**config.mk**
```make
export PLATFORM = sky130hd
export DESIGN_NAME = counter_driver
export DESIGN_NICKNAME = d
export VERILOG_FILES = /design/src/rtl/counter_driver.sv
export SDC_FILE = /design/constraint.sdc
export NUM_CORES = 1
export LEC_CHECK = 0
export CAP_MARGIN = 20
export CORE_MARGIN = 5
export CORE_UTILIZATION = 30
export CTS_CLUSTER_DIAMETER = 100
export DETAILED_ROUTE_END_ITERATION = 12
export MAX_ROUTING_LAYER = met4
export PLACE_DENSITY_LB_ADDON = 0.2
export SETUP_SLACK_MARGIN = 0.1
export SLEW_MARGIN = 20
export SYNTH_ARGS = -nofsm -noshare
export SYNTH_HDL_FRONTEND = slang
export SYNTH_SLANG_ARGS = --single-unit
```
**constraint.sdc**
```tcl
create_clock -name clk -period 3.2 [get_ports clk]
set_input_delay 0.64 -clock clk [delete_from_list [all_inputs] [get_ports clk]]
set_output_delay 0.64 -clock clk [all_outputs]
set_load 0.01 [all_outputs]
```
**src/rtl/counter_driver.sv**
```systemverilog
// Command sequencer for a chain of cascaded 4-bit synchronous counters: issues LOAD, COUNT and
// CLEAR strobes, tracks the value the chain should hold and flags any readback disagreement.
module counter_driver #(
  parameter int unsigned STAGES = 4,
  localparam int unsigned W = 4 * STAGES
) (
  input  logic         clk,
  input  logic         rst,
  input  logic         req_valid,
  output logic         req_ready,
  input  logic [1:0]   req_op,
  input  logic [W-1:0] req_data,
  output logic [W-1:0] P,
  output logic         load_n,
  output logic         clr_n,
  output logic         enp,
  output logic         ent,
  input  logic [W-1:0] Q,
  output logic         busy,
  output logic         done,
  output logic         mismatch
);

  localparam logic [1:0] OpNop   = 2'b00;
  localparam logic [1:0] OpLoad  = 2'b01;
  localparam logic [1:0] OpCount = 2'b10;
  localparam logic [1:0] OpClear = 2'b11;

  typedef enum logic [2:0] {StIdle, StLoad, StCount, StClear, StCheck} state_e;

  state_e       state_q, state_d;
  logic [W-1:0] cnt_q, cnt_d;
  logic [W-1:0] exp_q, exp_d;
  logic [W-1:0] p_q, p_d;
  logic         chk_q, chk_d;
  logic         mismatch_q, mismatch_d;
  logic         ready_q, ready_d;
  logic         busy_q, busy_d;
  logic         done_q, done_d;
  logic         load_n_q, load_n_d;
  logic         clr_n_q, clr_n_d;
  logic         en_q, en_d;

  always_comb begin
    state_d    = state_q;
    cnt_d      = cnt_q;
    exp_d      = exp_q;
    p_d        = p_q;
    chk_d      = chk_q;
    mismatch_d = mismatch_q;

    unique case (state_q)
      StIdle: begin
        if (req_valid && ready_q) begin
          chk_d = 1'b1;
          case (req_op)
            OpNop: begin
              chk_d   = 1'b0;
              state_d = StCheck;
            end
            OpLoad: begin
              p_d     = req_data;
              exp_d   = req_data;
              state_d = StLoad;
            end
            OpCount: begin
              cnt_d   = req_data;
              exp_d   = exp_q + req_data;
              state_d = (req_data == '0) ? StCheck : StCount;
            end
            OpClear: begin
              exp_d   = '0;
              state_d = StClear;
            end
            default: state_d = StIdle;
          endcase
        end
      end
      StLoad, StClear: state_d = StCheck;
      StCount: begin
        // One trailing cycle with enables low lets the last increment land before the check.
        if (cnt_q != '0) begin
          cnt_d = cnt_q - 1'b1;
        end else begin
          state_d = StCheck;
        end
      end
      StCheck: begin
        state_d = StIdle;
        if (chk_q && (Q != exp_q)) begin
          mismatch_d = 1'b1;
        end
      end
      default: state_d = StIdle;
    endcase

    // Outputs are registered from the next state so they line up with the state they describe.
    ready_d  = (state_d == StIdle);
    busy_d   = (state_d != StIdle);
    done_d   = (state_d == StCheck);
    load_n_d = (state_d != StLoad);
    clr_n_d  = (state_d != StClear);
    en_d     = (state_d == StCount) && (cnt_d != '0);
  end

  always_ff @(posedge clk or posedge rst) begin
    if (rst) begin
      state_q    <= StIdle;
      cnt_q      <= '0;
      exp_q      <= '0;
      p_q        <= '0;
      chk_q      <= 1'b0;
      mismatch_q <= 1'b0;
      ready_q    <= 1'b0;
      busy_q     <= 1'b0;
      done_q     <= 1'b0;
      load_n_q   <= 1'b1;
      clr_n_q    <= 1'b1;
      en_q       <= 1'b0;
    end else begin
      state_q    <= state_d;
      cnt_q      <= cnt_d;
      exp_q      <= exp_d;
      p_q        <= p_d;
      chk_q      <= chk_d;
      mismatch_q <= mismatch_d;
      ready_q    <= ready_d;
      busy_q     <= busy_d;
      done_q     <= done_d;
      load_n_q   <= load_n_d;
      clr_n_q    <= clr_n_d;
      en_q       <= en_d;
    end
  end

  assign req_ready = ready_q;
  assign busy      = busy_q;
  assign done      = done_q;
  assign mismatch  = mismatch_q;
  assign P         = p_q;
  assign load_n    = load_n_q;
  assign clr_n     = clr_n_q;
  assign enp       = en_q;
  assign ent       = en_q;

endmodule

```
Fig. 1: run 1, selected gate families
The bar under the picture is 20 um long.
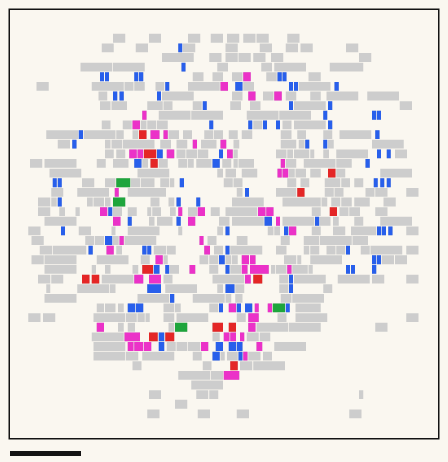
legend:
  red:
    family: AND and OR gates
    cells: 15
    most_used: and3_1
  green:
    family: multiplexers
    cells: 4
    most_used: mux2i_1
  blue:
    family: NAND gates
    cells: 93
    most_used: nand2_1
  magenta:
    family: NOR gates
    cells: 58

Fig. 2: run 1, wiring heat map
The die is cut into 24 by 24 equal tiles; black is low, pale yellow is high, scaled to the fullest tile. Values are wire area over tile area, all layers added.
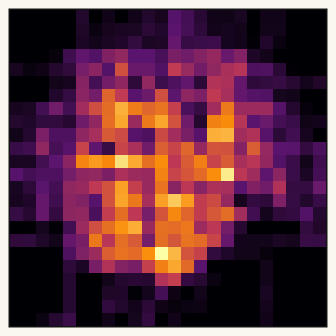
fullest tile: 0.56
tiles over half the peak: 18%
emptiest ninth of the die: lower right
nearly empty tiles: 24%
densest ninth of the die: centre
mean over tiles: 0.13

==> flow_summary.ini, run 1 <==
; generated from flow reports
[run_status]
status = finished, final reports clean

[grt]
grt_pass1_vias = 3643
grt_busiest_layer = met2
grt.total_usage = 0.179
grtUsageMet2 = 0.281
grt_first_pass_wirelength_um = 19700
grt_start_max_net_pins = 31

[synth]
edf_count = 0
ff_type = dfrtp_1
synth_async_sr_flop_share = 1.00
netlist_instances = 410
ys_cells = 410
topCellsByArea = dfrtp_1, nand2_1, ha_1, xor2_1, nor4_1
synth_nets = 464
synth_warnings = 0
ys_ff = 59

[floorplanning]
io-pin-count = 61
rows = 40
die_h_um = 121
dieWidth_um = 121
tap_cells = 147
fp-utilization = 0.307

[critical_path]
path_cells = clkdlybuf4s50_1 > ha_1 > fa_1 > a21o_1 > a21oi_1 > o21bai_1 > a31o_2 > o41ai_1 > xor2_1 > o211ai_1
timing.critical_path.arrival_ns = 3.21
endpoint_kind = flop
path_buffers = 1
crit_path_start_kind = input port
max_stage_delay_ns = 0.44
cp_max_fo = 3
critPathKind = input port to flop

[final_timing]
setup_viol = 0
tightest_slew_ns = 0.690
skew_ns = 0.00372
finalMaxSlewViolations = 0
post-route-min-period_ns = 3.00
rsz0062_at_grt = no
finalClockPeriodUsage = 0.938
fmax_ghz = 0.333
setup_tns_ns = 0

[run]
max_cap_viol_count = 0

[cells_and_area]
buf_share = 0.182
n_clock_buffer = 9
drive_gt1_frac = 0.135
nNonClkBuffers = 101
logic_area_mm2 = 0.00209
sh_comb_area = 0.412
area.growth.synth_to_final_pct = 37.3
clk_share = 0.0645
inv_count = 17
largestClassByArea = multi-input combinational cells
flop_area_mm2 = 0.00148

[route]
route.met2.wl_um = 5700
postRouteAntennaNets = 0
wl_um = 12400
vias_per_cell = 5.48
route.met3.wl_um = 554
met1_length_um = 5780
drtIter0Drc = 250
drc = 0
num_vias = 3620

[placed_design]
dp_slack_ns = -0.112
gp_congestion = 0.901
io_buffers = 60
hpwl_um = 9520

[clock_network]
cts-root-buf = clkbuf_16
clkLatencyLatePin_ns = 0.33
numCtsBuffers = 9
cts_tree = done
htree_num_levels = 3
postCtsSetupRepairBufs = 0

[power]
p_leak_nw = 2.27
ir_drop_v = 0.000368
Fig. 3: run 1, zoomed window
The bar under the picture is 10 um long. Window x 48 to 73, y 24 to 49 um. Cells in grey, sequential cells in the stronger grey; small squares are vias.
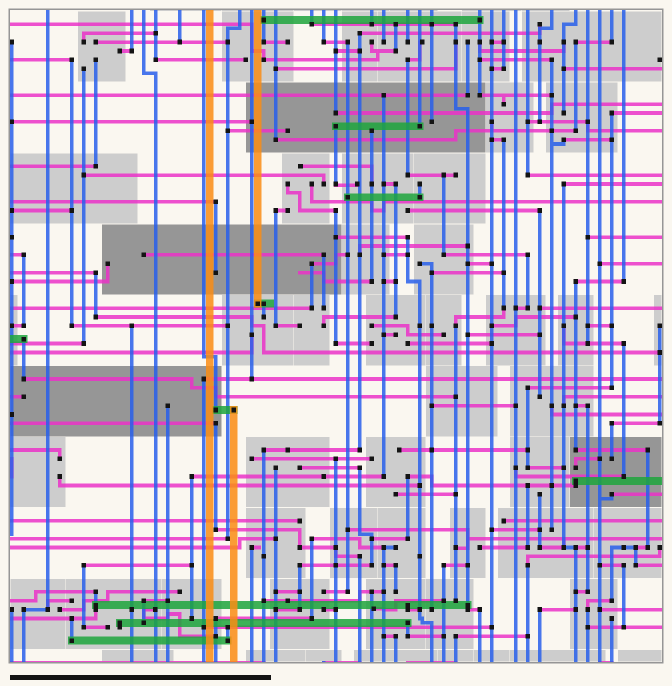
legend:
  magenta:
    layer: metal 1
  orange:
    layer: metal 4
  green:
    layer: metal 3
  blue:
    layer: metal 2
netlist names of flops here include: `cnt_q` (3)
cells with their middle in the window: 42
sequential cells in the window: 3
most frequent: nor3_1 (6)

run 1: layout by cell type (no fill, tap or decap), types with 3 or more instances in the layout:
cell type and n:
and3_1 5, xnor2_1 4, nand4_1 9, clkbuf_16 9, or4_1 3, a31oi_1 6
buf_4 40, clkdlybuf4s50_1 60, nor4_1 15, nand2_1 74, ha_1 16, a22oi_1 8
nor3b_1 3, xor2_1 22, inv_1 14, nor3_1 13, a21o_1 7, nor2_1 15
o211ai_1 9, nor2b_1 7, inv_2 3, a211o_1 3, o21ai_1 14, a32oi_1 3
o311a_1 3, a221o_1 5, o21bai_1 5, a21oi_1 17, dfrtp_1 57, or3_1 3
o21ai_0 8, mux2i_1 3, nand3_1 6
run 1: logic make-up after synthesis:
logic type,Yosys count,share of synthesized area
AOI/OAI and AO/OA,107,0.204
xor gates and xnor gates,26,0.0618
adders and majority gates,17,0.0597
buffers and inverters,31,0.0336
DFF,59,0.401
muxes,4,0.0112
and+or+nand+nor,166,0.228
run 1: metrics by stage:
stage	area [um^2]	hold slack, ns	std cells	utilization
6_report	5060	0.470	660	0.421
5_1_grt	5060	0.488	660	0.421
4_1_cts	5060	0.476	660	0.421
3_5_place_dp	4730	0.461	644	0.394
3_3_place_gp	4730	0.459	644	0.394
2_1_floorplan	3690	0.439	410	-
run 1: power breakdown:
group / internal (mW) / leakage (nW) / total, mW / switching [mW]
Combinational: 1.09 / 1.38 / 2.26 / 1.16
Clock: 0.687 / 0.152 / 1.07 / 0.385
Sequential: 1.07 / 0.738 / 1.42 / 0.344
Total: 2.85 / 2.27 / 4.75 / 1.89
run 1: cell usage after synthesis, types with 2 or more instances:
cell type / instances
inv_2: 2
and3_1: 5
nand2_1: 74
o221ai_1: 2
o21ai_0: 8
xnor2_1: 4
a31o_2: 2
nand3_1: 6
buf_2: 3
a31oi_1: 6
nor2_1: 15
nor3_1: 13
a21oi_1: 18
nor4_1: 15
a211o_1: 3
o311ai_0: 2
nand4_1: 9
a32oi_1: 3
nor3b_1: 3
a221o_1: 5
o211ai_1: 9
nand2b_1: 2
a21o_1: 7
o311a_1: 3
inv_1: 15
xor2_1: 22
mux2i_1: 3
o21ai_1: 14
or3_1: 3
ha_1: 16
o31ai_1: 2
dfstp_2: 2
nor2b_1: 7
dfrtp_1: 57
clkbuf_1: 10
or4_1: 3
a22oi_1: 8
nor4_2: 2
o21bai_1: 5
run 1: sequential cells by signal, indices dropped and copies added, names as in the netlist:
| signal | flops |
|---|---|
| P | 16 |
| cnt_q | 16 |
| exp_q | 16 |
| state_q | 3 |
| busy | 1 |
| chk_q | 1 |
| clr_n | 1 |
| done | 1 |
| enp | 1 |
| load_n | 1 |
| mismatch | 1 |
| req_ready | 1 |
run 1: path summary, 6_finish.rpt:
path	startpoint	cells after the start	end	slack, ns
max reg2reg	cnt_q[0]	10	enp	0.34
max	req_data[0]	10	exp_q[12]	0.20
min in group asynchronous	rst	2	cnt_q[6]	0.74
min reg2reg	P[0]	2	P[0]	0.47
max in group asynchronous	rst	3	clr_n	1.77
min	P[0]	2	P[0]	0.47
run 1: what timing repair did:
item                                   CTS  global route
setup endpoints to repair                0             2
hold buffers                             0             0
endpoints found under the hold margin    0             0
resized                                  0             1
--- run 2 (diff from run 1) ---
Settings changed: CTS_CLUSTER_SIZE set to 25.
Fig. 4: run 2, clock network drawn from the DEF
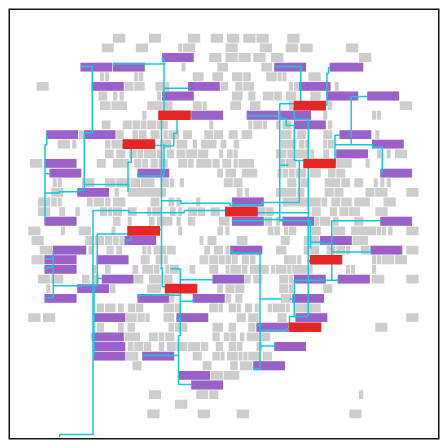
legend:
  cyan:
    item: clock wires
    length: 1020 um
  red:
    item: clock drivers
    count: 9
  purple:
    item: flip-flops
    count: 59
flops lie: all over the die
routed clock nets: 10

Fig. 5: run 2, wiring heat map
The die is cut into 24 by 24 equal tiles; black is low, pale yellow is high, scaled to the fullest tile. Values are wire area over tile area, all layers added.
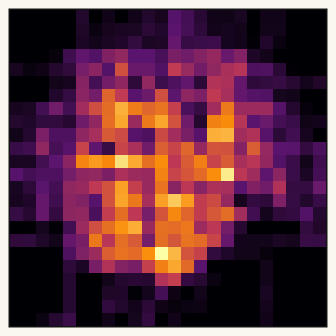
nearly empty tiles: 24%
mean over tiles: 0.13
densest ninth of the die: centre
tiles over half the peak: 18%

==> run 2 against run 1 <==
Via count unchanged. Utilization unchanged. Area after synthesis unchanged. Maximum frequency is the same. Clock skew unchanged. Setup slack unchanged. Largest power group unchanged.
==> flow_summary.ini, run 2 <==
; generated from flow reports
[synth]
yosys_area_mm2 = 0.00369
ys_cells = 410
netlist_instances = 410
synth_warnings = 0
largest_area_cell = dfrtp_1
edf_count = 0
topCellsByArea = dfrtp_1, nand2_1, ha_1, xor2_1, nor4_1
yosys.cell_count.top_type = nand2_1
syn_area_mm2 = 0.00369
synth_async_sr_flop_share = 1.00
ff_type = dfrtp_1
ys_ff = 59
avgSynthCellArea_um2 = 8.99
synth_seq_share = 0.401
synth_nets = 464
synthTopCellsByCount = nand2_1, dfrtp_1, xor2_1
top_cell_area_share = 0.387
synthDistinctLibCells = 61

[clock_network]
cts-root-buf = clkbuf_16
cts_hold_buf = 0
clkLatencyLatePin_ns = 0.33
clock_path_buffers = 2
cts_sinks = 59
postCtsSetupRepairBufs = 0
path_clk_slew_ns = 0.06
htree_num_levels = 3
numCtsBuffers = 9
cts_tree = done

[critical_path]
crit_path_end = exp_q[12]
r2r_slack_ns = 0.34
endpoint_kind = flop
path_cells = clkdlybuf4s50_1 > ha_1 > fa_1 > a21o_1 > a21oi_1 > o21bai_1 > a31o_2 > o41ai_1 > xor2_1 > o211ai_1
setup.worst_path.start = req_data[0]
cp_max_fo = 3
critPathKind = input port to flop
crit_path_start_kind = input port
cp.required_ns = 3.41
r2r_cells = 10
critical-path-slowest-cell = clkdlybuf4s50_1
max_stage_delay_ns = 0.44
r2r-end = enp
r2r_start = cnt_q[0]
timing.critical_path.arrival_ns = 3.21

[cells_and_area]
fillers = 1168
area.growth.synth_to_final_pct = 37.3
layout_top_cells = nand2_1, clkdlybuf4s50_1, dfrtp_1
drive_gt1_frac = 0.135
layout_top_cell = nand2_1
nets = 562
final_core_util = 0.421
n_antenna_cell = 0

[hold_path]
hold_depth = 2
hp-class = flop to flop
hp-start = P[0]

[floorplanning]
fp-utilization = 0.307
die_h_um = 121
fp.coreArea_mm2 = 0.0120
dieArea_mm2 = 0.0146
dieWidth_um = 121
io-pin-count = 61
rows = 40

[power]
power_density_mw_per_mm2 = 938
p_total_mw = 4.75
p_leak_nw = 2.27
ir_drop_v = 0.000368

[grt]
grt_start_max_net_pins = 31
grt_pass1_vias = 3643
antenna_found_initial = 0
grt.total_usage = 0.179
grt-ovfl-total = 0
grt_first_pass_wirelength_um = 19700

[route]
vias_per_cell = 5.48
drc = 0
num_vias = 3620
postRouteAntennaNets = 0
post_drt_wl_per_cell_um = 18.7
drtIter0Drc = 250
wl_um = 12400
first_pass_iters = 5

[final_timing]
tightest_slew_ns = 0.690
setup_tns_ns = 0
skew_ns = 0.00372
setup_viol = 0
whs_ns = 0.470
finalHoldViolations = 0
rsz0062_at_grt = no
post-route-min-period_ns = 3.00
setup_ws_ns = 0.199
finalClockPeriodUsage = 0.938
max_slew_margin = 0.539
fmax_ghz = 0.333
finalMaxSlewViolations = 0

[run]
max_cap_viol_count = 0
warnings = 26

[placed_design]
hpwl_um = 9520
io_buffers = 60
gp_congestion = 0.901
dp_slack_ns = -0.112

[run_status]
status = finished, final reports clean
Fig. 6: run 2, cell outlines without signal wires
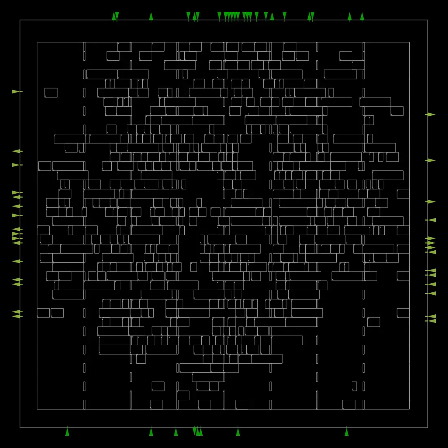
Final Non-Filler Cells: 660
sequential cell area share: 0.292

run 2: cell counts in the layout (fill, tap and decap cells not counted):
No cell type changed its count.
run 2: how the worst min path moves through the flow:
stage / to / slack, ns
floorplan: chk_q / 0.44
global placement: P[4] / 0.46
detailed placement: P[4] / 0.46
CTS: chk_q / 0.48
global route: P[0] / 0.49
finish: P[0] / 0.47
run 2: through the flow:
stage | std cells | cell area [um^2]
floorplan | 410 | 3690
global placement | 644 | 4730
detailed placement | 644 | 4730
CTS | 660 | 5060
global route | 660 | 5060
finish | 660 | 5060
run 2: cells by family after synthesis:
group,count (synthesis),share of synthesized area
AND/OR/NAND/NOR,166,0.228
AND-OR/OR-AND,107,0.204
flip-flops,59,0.401
buffers and inverters,31,0.0336
XOR/XNOR,26,0.0618
adder cells (fa/ha/maj),17,0.0597
multiplexers,4,0.0112
run 2: final cells by class:
cell class	count	area (um^2)	area share
clock inverters	7	101	0.0200
repair buffers	101	921	0.182
multi-input cells	320	2090	0.412
flip-flops and latches	59	1480	0.292
well taps	147	184	0.0363
inverters	17	63.8	0.0126
clock buffers	9	225	0.0445
run 2: what timing repair did:
item	in CTS	in global routing
gates resized	0	1
setup endpoints to repair	0	2
endpoints found under the hold margin	0	0
run 2: report_power, final:
part           internal, mW  switching, mW  total (mW)
Clock                 0.687          0.385        1.07
Combinational          1.09           1.16        2.26
Sequential             1.07          0.344        1.42
run 2: critical path, delay by kind of cell:
| kind | cells | cell delay, ns |
|---|---|---|
| compound gates | 6 | 1.33 |
| fa+ha+maj | 2 | 0.62 |
| buf+inv | 1 | 0.44 |
| xor+xnor | 1 | 0.18 |
run 2: routing by layer:
layer	wire, um	up-vias	track usage
met5	0	-	-
met4	320	0	0.0687
met3	554	22	0.0285
met2	5700	118	0.281
met1	5780	1746	0.234
li1	-	1734	-
Power is estimated from default activity; no workload was simulated.
